### Cell sizes after repair, run 1

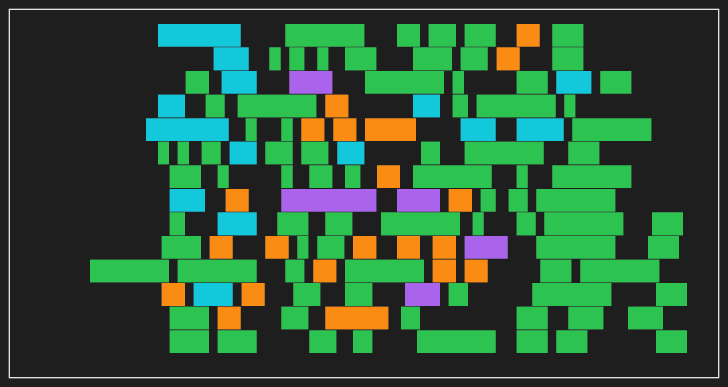
### Cells colored by class, run 1

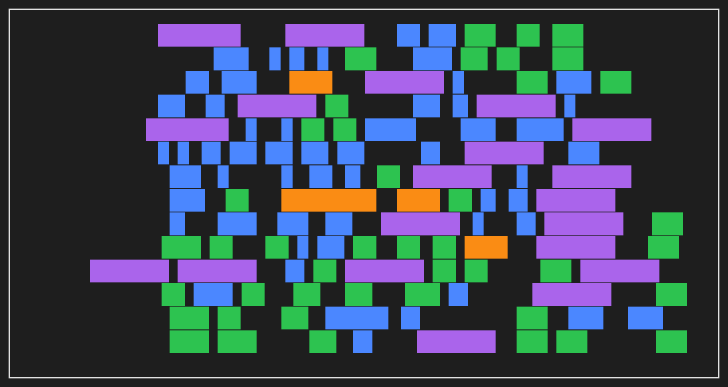
### Zoomed window, run 1

Window x 8 to 33, y 0 to 25 um. Cells in gray, sequential cells in the stronger gray; small squares are vias.
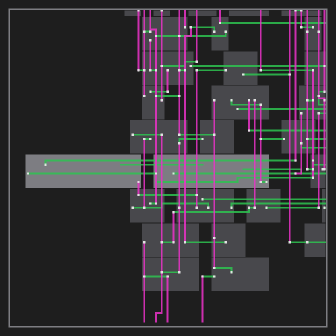
### Wiring heat map, run 1

Scale bar: 20 um. The die is cut into 16 by 8 equal tiles; dark blue is low, red is high, scaled to the fullest tile. Values are wire area over tile area, all layers added.
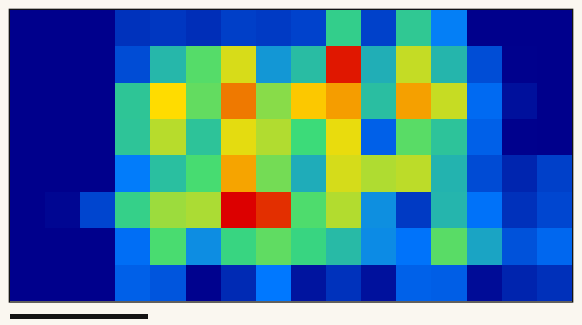
==> config.mk <==
export PLATFORM = sky130hd
export DESIGN_NAME = fifo_rd_arbiter
export DESIGN_NICKNAME = d
export VERILOG_FILES = /design/src/rtl/fifo_rd_arbiter.sv
export SDC_FILE = /design/constraint.sdc
export NUM_CORES = 1
export LEC_CHECK = 0
export CELL_PAD_IN_SITES_DETAIL_PLACEMENT = 1
export CELL_PAD_IN_SITES_GLOBAL_PLACEMENT = 2
export CORE_ASPECT_RATIO = 0.5
export CORE_MARGIN = 1.5
export CORE_UTILIZATION = 30
export CTS_CLUSTER_DIAMETER = 60
export DETAILED_ROUTE_END_ITERATION = 6
export PLACE_DENSITY = 0.84
export SLEW_MARGIN = 20
export SYNTH_ARGS = -nofsm -noshare
export SYNTH_HDL_FRONTEND = slang
export SYNTH_SLANG_ARGS = --single-unit
export TNS_END_PERCENT = 30
==> constraint.sdc <==
create_clock -name r_clk -period 1.7 [get_ports r_clk]
set_clock_uncertainty 0.05 [all_clocks]
set_input_delay 0.34 -clock r_clk [delete_from_list [all_inputs] [get_ports r_clk]]
set_output_delay 0.34 -clock r_clk [all_outputs]
set_load 0.02 [all_outputs]
==> src/rtl/fifo_rd_arbiter.sv <==
// Round-robin arbiter sharing one FIFO read port among NREQ consumers.
// A grant lasts up to BURST pops and ends early if the owner drops its request.
module fifo_rd_arbiter #(
    parameter int NREQ  = 4,
    parameter int WIDTH = 4,
    parameter int BURST = 4
) (
    input  logic             r_clk,
    input  logic             rst_n,
    input  logic [NREQ-1:0]  req,
    input  logic             empty,
    input  logic [WIDTH-1:0] rd_data,
    output logic             rd_rq,
    output logic [NREQ-1:0]  gnt,
    output logic [WIDTH-1:0] dout,
    output logic [NREQ-1:0]  dvalid,
    output logic             busy
);

    localparam int IW = (NREQ > 1) ? $clog2(NREQ) : 1;
    localparam int CW = $clog2(BURST) + 1;

    typedef enum logic {
        S_IDLE,
        S_BURST
    } state_t;

    state_t           r_state;
    state_t           w_next_state;
    logic [NREQ-1:0]  r_gnt;
    logic [IW-1:0]    r_gidx;
    logic [IW-1:0]    r_last;
    logic [CW-1:0]    r_cnt;
    logic [WIDTH-1:0] r_dout;
    logic [NREQ-1:0]  r_dvalid;

    logic             w_busy;
    logic             w_own_req;
    logic             w_pop;
    logic             w_start;
    logic             w_final;
    logic             w_found;
    logic [CW-1:0]    w_cnt_inc;
    logic [IW-1:0]    w_pick;
    logic [IW-1:0]    w_idx;
    logic [NREQ-1:0]  w_pick_ohot;

    // Search upward from the consumer after the last owner, wrapping once.
    always_comb begin : arb_search
        int j;
        j       = 0;
        w_found = 1'b0;
        w_pick  = '0;
        w_idx   = '0;
        for (int i = 1; i <= NREQ; i++) begin
            j = int'(r_last) + i;
            if (j >= NREQ) begin
                j = j - NREQ;
            end
            w_idx = j[IW-1:0];
            if (!w_found && req[w_idx]) begin
                w_found = 1'b1;
                w_pick  = w_idx;
            end
        end
    end

    assign w_pick_ohot = NREQ'(1) << w_pick;
    assign w_own_req   = |(r_gnt & req);
    assign w_pop       = w_busy & w_own_req & ~empty;
    assign w_cnt_inc   = r_cnt + CW'(1);
    assign w_final     = w_pop && (w_cnt_inc == CW'(BURST));
    assign w_start     = (r_state == S_IDLE) && !empty && w_found;

    always_ff @(posedge r_clk or negedge rst_n) begin
        if (!rst_n) begin
            r_state <= S_IDLE;
        end else begin
            r_state <= w_next_state;
        end
    end

    always_comb begin
        w_next_state = r_state;
        case (r_state)
            S_IDLE: begin
                if (w_start) begin
                    w_next_state = S_BURST;
                end
            end
            S_BURST: begin
                if (!w_own_req || w_final) begin
                    w_next_state = S_IDLE;
                end
            end
            default: w_next_state = S_IDLE;
        endcase
    end

    always_comb begin
        w_busy = (r_state == S_BURST);
        rd_rq  = w_pop;
        busy   = w_busy;
    end

    // Exit always clears the grant in the same edge, leaving one idle cycle.
    always_ff @(posedge r_clk or negedge rst_n) begin
        if (!rst_n) begin
            r_gnt    <= '0;
            r_gidx   <= '0;
            r_last   <= IW'(NREQ - 1);
            r_cnt    <= '0;
            r_dout   <= '0;
            r_dvalid <= '0;
        end else begin
            r_dvalid <= '0;
            case (r_state)
                S_IDLE: begin
                    if (w_start) begin
                        r_gnt  <= w_pick_ohot;
                        r_gidx <= w_pick;
                        r_cnt  <= '0;
                    end
                end
                S_BURST: begin
                    if (!w_own_req) begin
                        r_gnt  <= '0;
                        r_last <= r_gidx;
                    end else if (w_pop) begin
                        r_dout   <= rd_data;
                        r_dvalid <= r_gnt;
                        r_cnt    <= w_cnt_inc;
                        if (w_final) begin
                            r_gnt  <= '0;
                            r_last <= r_gidx;
                        end
                    end
                end
                default: begin
                    r_gnt <= '0;
                end
            endcase
        end
    end

    assign gnt    = r_gnt;
    assign dout   = r_dout;
    assign dvalid = r_dvalid;

endmodule
==> job_summary.md, run 1 <==
### Metrics collected by this job

| Metric | Value |
|---|---|
| Die y size | 42.36 um |
| Most frequent logic cell in the layout | buf_4 |
| Non-clock buffer share | 26.91% |
| Slew @ Worst Pin | 0.3544 ns |
| Status | complete, no violations |
| Wire length on met2 | 1258 um |
| Tool warnings | 27 |
| Cell-internal power | 1.520 mW |
| Reg area | 503.0 um2 |
| Met3 usage | 3.261% |
| Hold crit path type | in2async |
| Yosys reg bits | 20 |
| Commonest flop | dfrtp_1 |
| Distinct lib cells | 32 |
| Register share after synthesis | 54.10% |
| Chip Width | 81.73 um |
| Hold Slack | 0.3410 ns |
| Die Size | 0.003462 mm2 |
| Tcrit/Tclk final | 98.02% |
| Clock power share | 20.7% |
| First-pass GRT wire length | 4126 um |
| I/O pins | 25 |
| Fa+ha+maj area frac | 2.692% |
| Tapcell count | 40 |
| Post-Place Setup Slack | -0.5357 ns |
| FFs w/ async S/R, synth | 100.0% |
| Cell area after synthesis | 929.6 um2 |
| Vias | 779 |
| Comb gates | 53 |
| Sequential share of power | 32.8% |
| Avg Cell Area, Syn | 12.23 um2 |
| Power Clock | 483 uW |
| Invs w/o clock | 2 |
| Worst path buffer plus inverter count | 2 |
| CTS root buffer | clkbuf_8 |
| Seq group | 768 uW |
| Relative slew slack | 76.26% |
| Logic pwr share | 46.5% |
| CP top delay family | buffers and inverters |
| Psw | 818.5 uW |
| Logic share of the area | 29.25% |
| Combinational power | 1.09 mW |
| Number of cells in Yosys stat | 76 |
| Placer Congestion | 0.7594 |
| Met1 usage | 21.48% |
| Most common logic cells in the final layout | buf_4, dfrtp_1, clkdlybuf4s50_1 |
| Aoi share | 18.71% |
| Final setup viols | 0 |
| Worst-path maximum fanout | 4 |
| Combinational gate area | 421.7 um2 |
| Num CTS Buffers | 3 |
| Synth mux share | 9.421% |
| RSZ-0062 raised after global routing | no |
| Sequential portion of the cell area | 34.90% |
| Yosys stat chip area | 929.6 um2 |
| Number of enable flip-flop cells | 0 |
| Drt first pass iters | 4 |
| Vias/cell | 4.809 |
| Gr busiest metal | met2 |
| ClkCell Share | 4.948% |
| Cell taking the most area after synthesis | dfrtp_1 |
| Floorplan core density | 31.22% |
| Worst skew pair latency | 0.26 ns |
| Post-Syn Instances | 76 |
| Post-CTS setup repair buffer count | 0 |
| Top cells by count, synth | dfrtp_1, nand2_1, and2_1 |
| Simple-Gate Area Share | 13.06% |
| Pleak | 0.6807 nW |
| CTS tree | yes |
| Post-DP Area | 0.001351 mm2 |
| Clock slew at reported path FFs | 0.08 ns |
| Non-clk bufs | 43 |
| Final Power | 2.338 mW |
| # DRC | 0 |
| Initial DRC Count | 17 |
| PwrDens | 1622 mW/mm2 |
| Yosys warnings | 0 |
| CP peak stage delay | 0.49 ns |
| PortBufs | 24 |
| Xor/xnor share | 0% |
| Initial antenna violation count | 0 |
| Vias in the first global route | 854 |
| Layout area overhead | 55.05% |
| Antenna cells | 0 |
| Main logic family | AND-OR/OR-AND gates |
| Pin count of the biggest net entering global routing | 13 |
| Sw frac | 35.00% |
| Required time worst endpoint | 1.80 ns |
| Max Cap Viol | 0 |
| Worst Setup Path Type | in2reg |
| Dpl cells | 158 |
About 'Cell sizes after repair':
size	color	cells	share
_2 cells	cyan	14	11%
_3 and _4 cells	orange	21	17%
_6 and larger	purple	5	4.1%
_0 and _1 cells	green	82	67%

About 'Cells colored by class':
class	color	cells	share of their area
other buffers and delay cells	green	43	28%
flops	purple	20	36%
combinational and other logic	blue	55	31%
clock drivers and dummy loads	orange	4	5.1%
post-layout instance area: 0.001441 mm2
Layout Utilization: 48.40%

About 'Zoomed window':
layer	color
metal 2	magenta
metal 1	green
most frequent	buf_4 (6), dlymetal6s2s_1 (4)
cells with their middle in the window	22
netlist names of flops here include	gnt (2)
sequential cells in the window	2

About 'Wiring heat map':
mean over tiles	0.11
nearly empty tiles	25%
tiles over half the peak	25%

[run 1: timing repair]
action,CTS,global route
pin swaps,0,2
hold buffers,0,0
setup endpoints to repair,8,10
gates resized,12,6
[run 1: path summary, 6_finish.rpt]
check,from,endpoint,slack (ns),depth (start not counted)
worst max-delay path,empty,gnt[0]$_DFFE_PN0P_,0.03,6
worst min register to register,dout[2]$_DFFE_PN0P_,dout[2]$_DFFE_PN0P_,0.44,1
worst max register to register,r_cnt[0]$_DFFE_PN0P_,r_last[0]$_DFFE_PN1P_,0.09,5
max in group asynchronous,rst_n,r_last[0]$_DFFE_PN1P_,0.99,2
min in group r_clk,dout[2]$_DFFE_PN0P_,dout[2]$_DFFE_PN0P_,0.44,1
worst min-delay path,rst_n,r_cnt[1]$_DFFE_PN0P_,0.34,2
==> inputs of run 2 (changes only) <==
Clock period 1.7 ns to 1.85 ns, I/O delays scaled along.
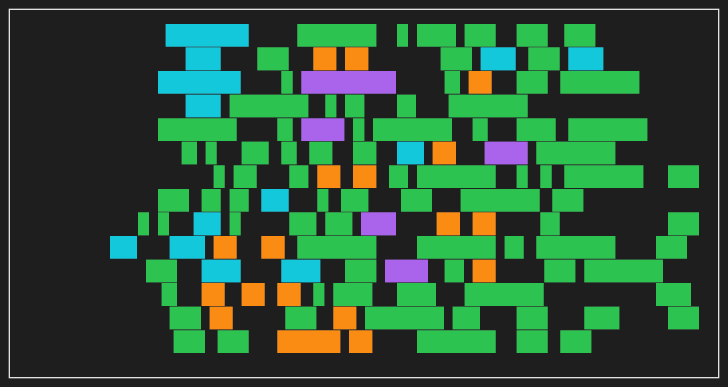
*Cell sizes after repair, run 2*
size	color	cells	share
_0 and _1 cells	green	84	70%
_3 and _4 cells	orange	18	15%
_2 cells	cyan	13	11%
_6 and larger	purple	5	4.2%
post-layout instance area: 0.001414 mm2
Final WS setup: 0.01735 ns
Layout area overhead: 52.09%

==> run 2 against run 1 <==
  * Via count is 1.3% lower
  * Global-route usage is 0.12 points lower
  * Final area is 1.9% lower
  * Non-clock buffer count is 2 lower
  * Critical path depth is 2 lower
  * Clock power is 8.7% lower
  * First-iteration DRC count went up to 3.5 times the previous value
  * Combinational power is 9% lower
  * Count of clock-buffer cells in the layout stayed put
  * Flip-flop count stayed put
  * Synthesized cell count stayed put
  * Hold slack worse by 0.036 ns
==> job_summary.md, run 2 <==
### Metrics collected by this job

| Metric | Value |
|---|---|
| Post-DP Area | 0.001336 mm2 |
| PortBufs | 24 |
| Num CTS Buffers | 3 |
| Cell-internal power | 1.402 mW |
| Worst skew pair latency | 0.26 ns |
| Final setup viols | 0 |
| Sequential share of power | 33.3% |
| Psw | 737.9 uW |
| CP top delay family | buffers and inverters |
| Initial antenna violation count | 0 |
| Vias in the first global route | 827 |
| Number of enable flip-flop cells | 0 |
| Slew @ Worst Pin | 0.4531 ns |
| Fa+ha+maj area frac | 2.692% |
| Required time worst endpoint | 1.43 ns |
| CTS Hold Bufs | 0 |
| Post-CTS setup repair buffer count | 0 |
| Hold crit path type | in2async |
| Vias | 769 |
| Cell taking the most area after synthesis | dfrtp_1 |
| # DRC | 0 |
| Synth mux share | 9.421% |
| Reg2reg path depth | 5 |
| Tool warnings | 27 |
| Clock power share | 20.6% |
| R2R Setup Slk | 0.15 ns |
| Tcrit/Tclk final | 99.06% |
| Most common logic cells in the final layout | clkdlybuf4s50_1, dfrtp_1, buf_4 |
| CTS tree | yes |
| Yosys warnings | 0 |
| Most frequent logic cell in the layout | clkdlybuf4s50_1 |
| Sw frac | 34.49% |
| Layout Utilization | 47.48% |
| Drt first pass iters | 4 |
| CP startpoint | req[1] |
| Clock slew at reported path FFs | 0.08 ns |
| Yosys reg bits | 20 |
| Met3 usage | 3.261% |
| Yosys stat chip area | 929.6 um2 |
| FFs w/ async S/R, synth | 100.0% |
| First-pass GRT wire length | 4126 um |
| Post-Syn Instances | 76 |
| I/O pins | 25 |
| Die Size | 0.003462 mm2 |
| Initial DRC Count | 60 |
| Vias/cell | 4.806 |
| Die y size | 42.36 um |
| R2r endpoint | r_last[0]$_DFFE_PN1P_ |
| Distinct lib cells | 32 |
| Number of cells in Yosys stat | 76 |
| Cell area after synthesis | 929.6 um2 |
| Status | complete, no violations |
| Pin count of the biggest net entering global routing | 15 |
| Gr busiest metal | met2 |
| Met1 usage | 21.43% |
| Main logic family | AND-OR/OR-AND gates |
| Post-Place Setup Slack | -0.4459 ns |
| Register share after synthesis | 54.10% |
| Simple-Gate Area Share | 13.06% |
| Chip Width | 81.73 um |
| Placer Congestion | 0.7316 |
| Pleak | 0.6504 nW |
| Hold Slack | 0.3049 ns |
| CP peak stage delay | 0.49 ns |
| Max Cap Viol | 0 |
| Floorplan core density | 31.22% |
| Worst path buffer plus inverter count | 2 |
| Top cells by count, synth | dfrtp_1, nand2_1, and2_1 |
| Crit path capture | rd_rq |
| Logic pwr share | 46.1% |
| Dominant cell area share | 48.45% |
| CTS root buffer | clkbuf_8 |
| Antenna cells | 0 |
| Final Power | 2.139 mW |
| RR Startpoint | r_cnt[0]$_DFFE_PN0P_ |
| Relative slew slack | 69.65% |
| Commonest flop | dfrtp_1 |
| RSZ-0062 raised after global routing | yes |
[run 2: area by class of cell]
class	count	area (um2)	share of cell area, %
clock inverters	1	30.03	2.124
well taps	40	50.05	3.540
repair buffers	41	374.1	26.46
flip-flops and latches	20	503.0	35.58
inverters	2	7.507	0.5310
clock buffers	3	41.29	2.920
multi-input cells	53	407.9	28.85
[run 2: power by group through the flow]
stage | registers [mW] | clock network [mW] | logic [mW]
5_1_grt | 0.735 | 0.468 | 1.06
3_3_place_gp | 0.715 | 0 | 0.959
3_5_place_dp | 0.719 | 0 | 0.972
2_1_floorplan | 0.830 | 0 | 0.370
4_1_cts | 0.711 | 0.442 | 0.990
6_report | 0.712 | 0.441 | 0.987
[run 2: repair_timing]
action | in CTS | in global routing
endpoints found under the setup margin | 1 | 3
gates cloned | 0 | 0
gates resized | 5 | 3
Power is estimated from default activity; no workload was simulated.
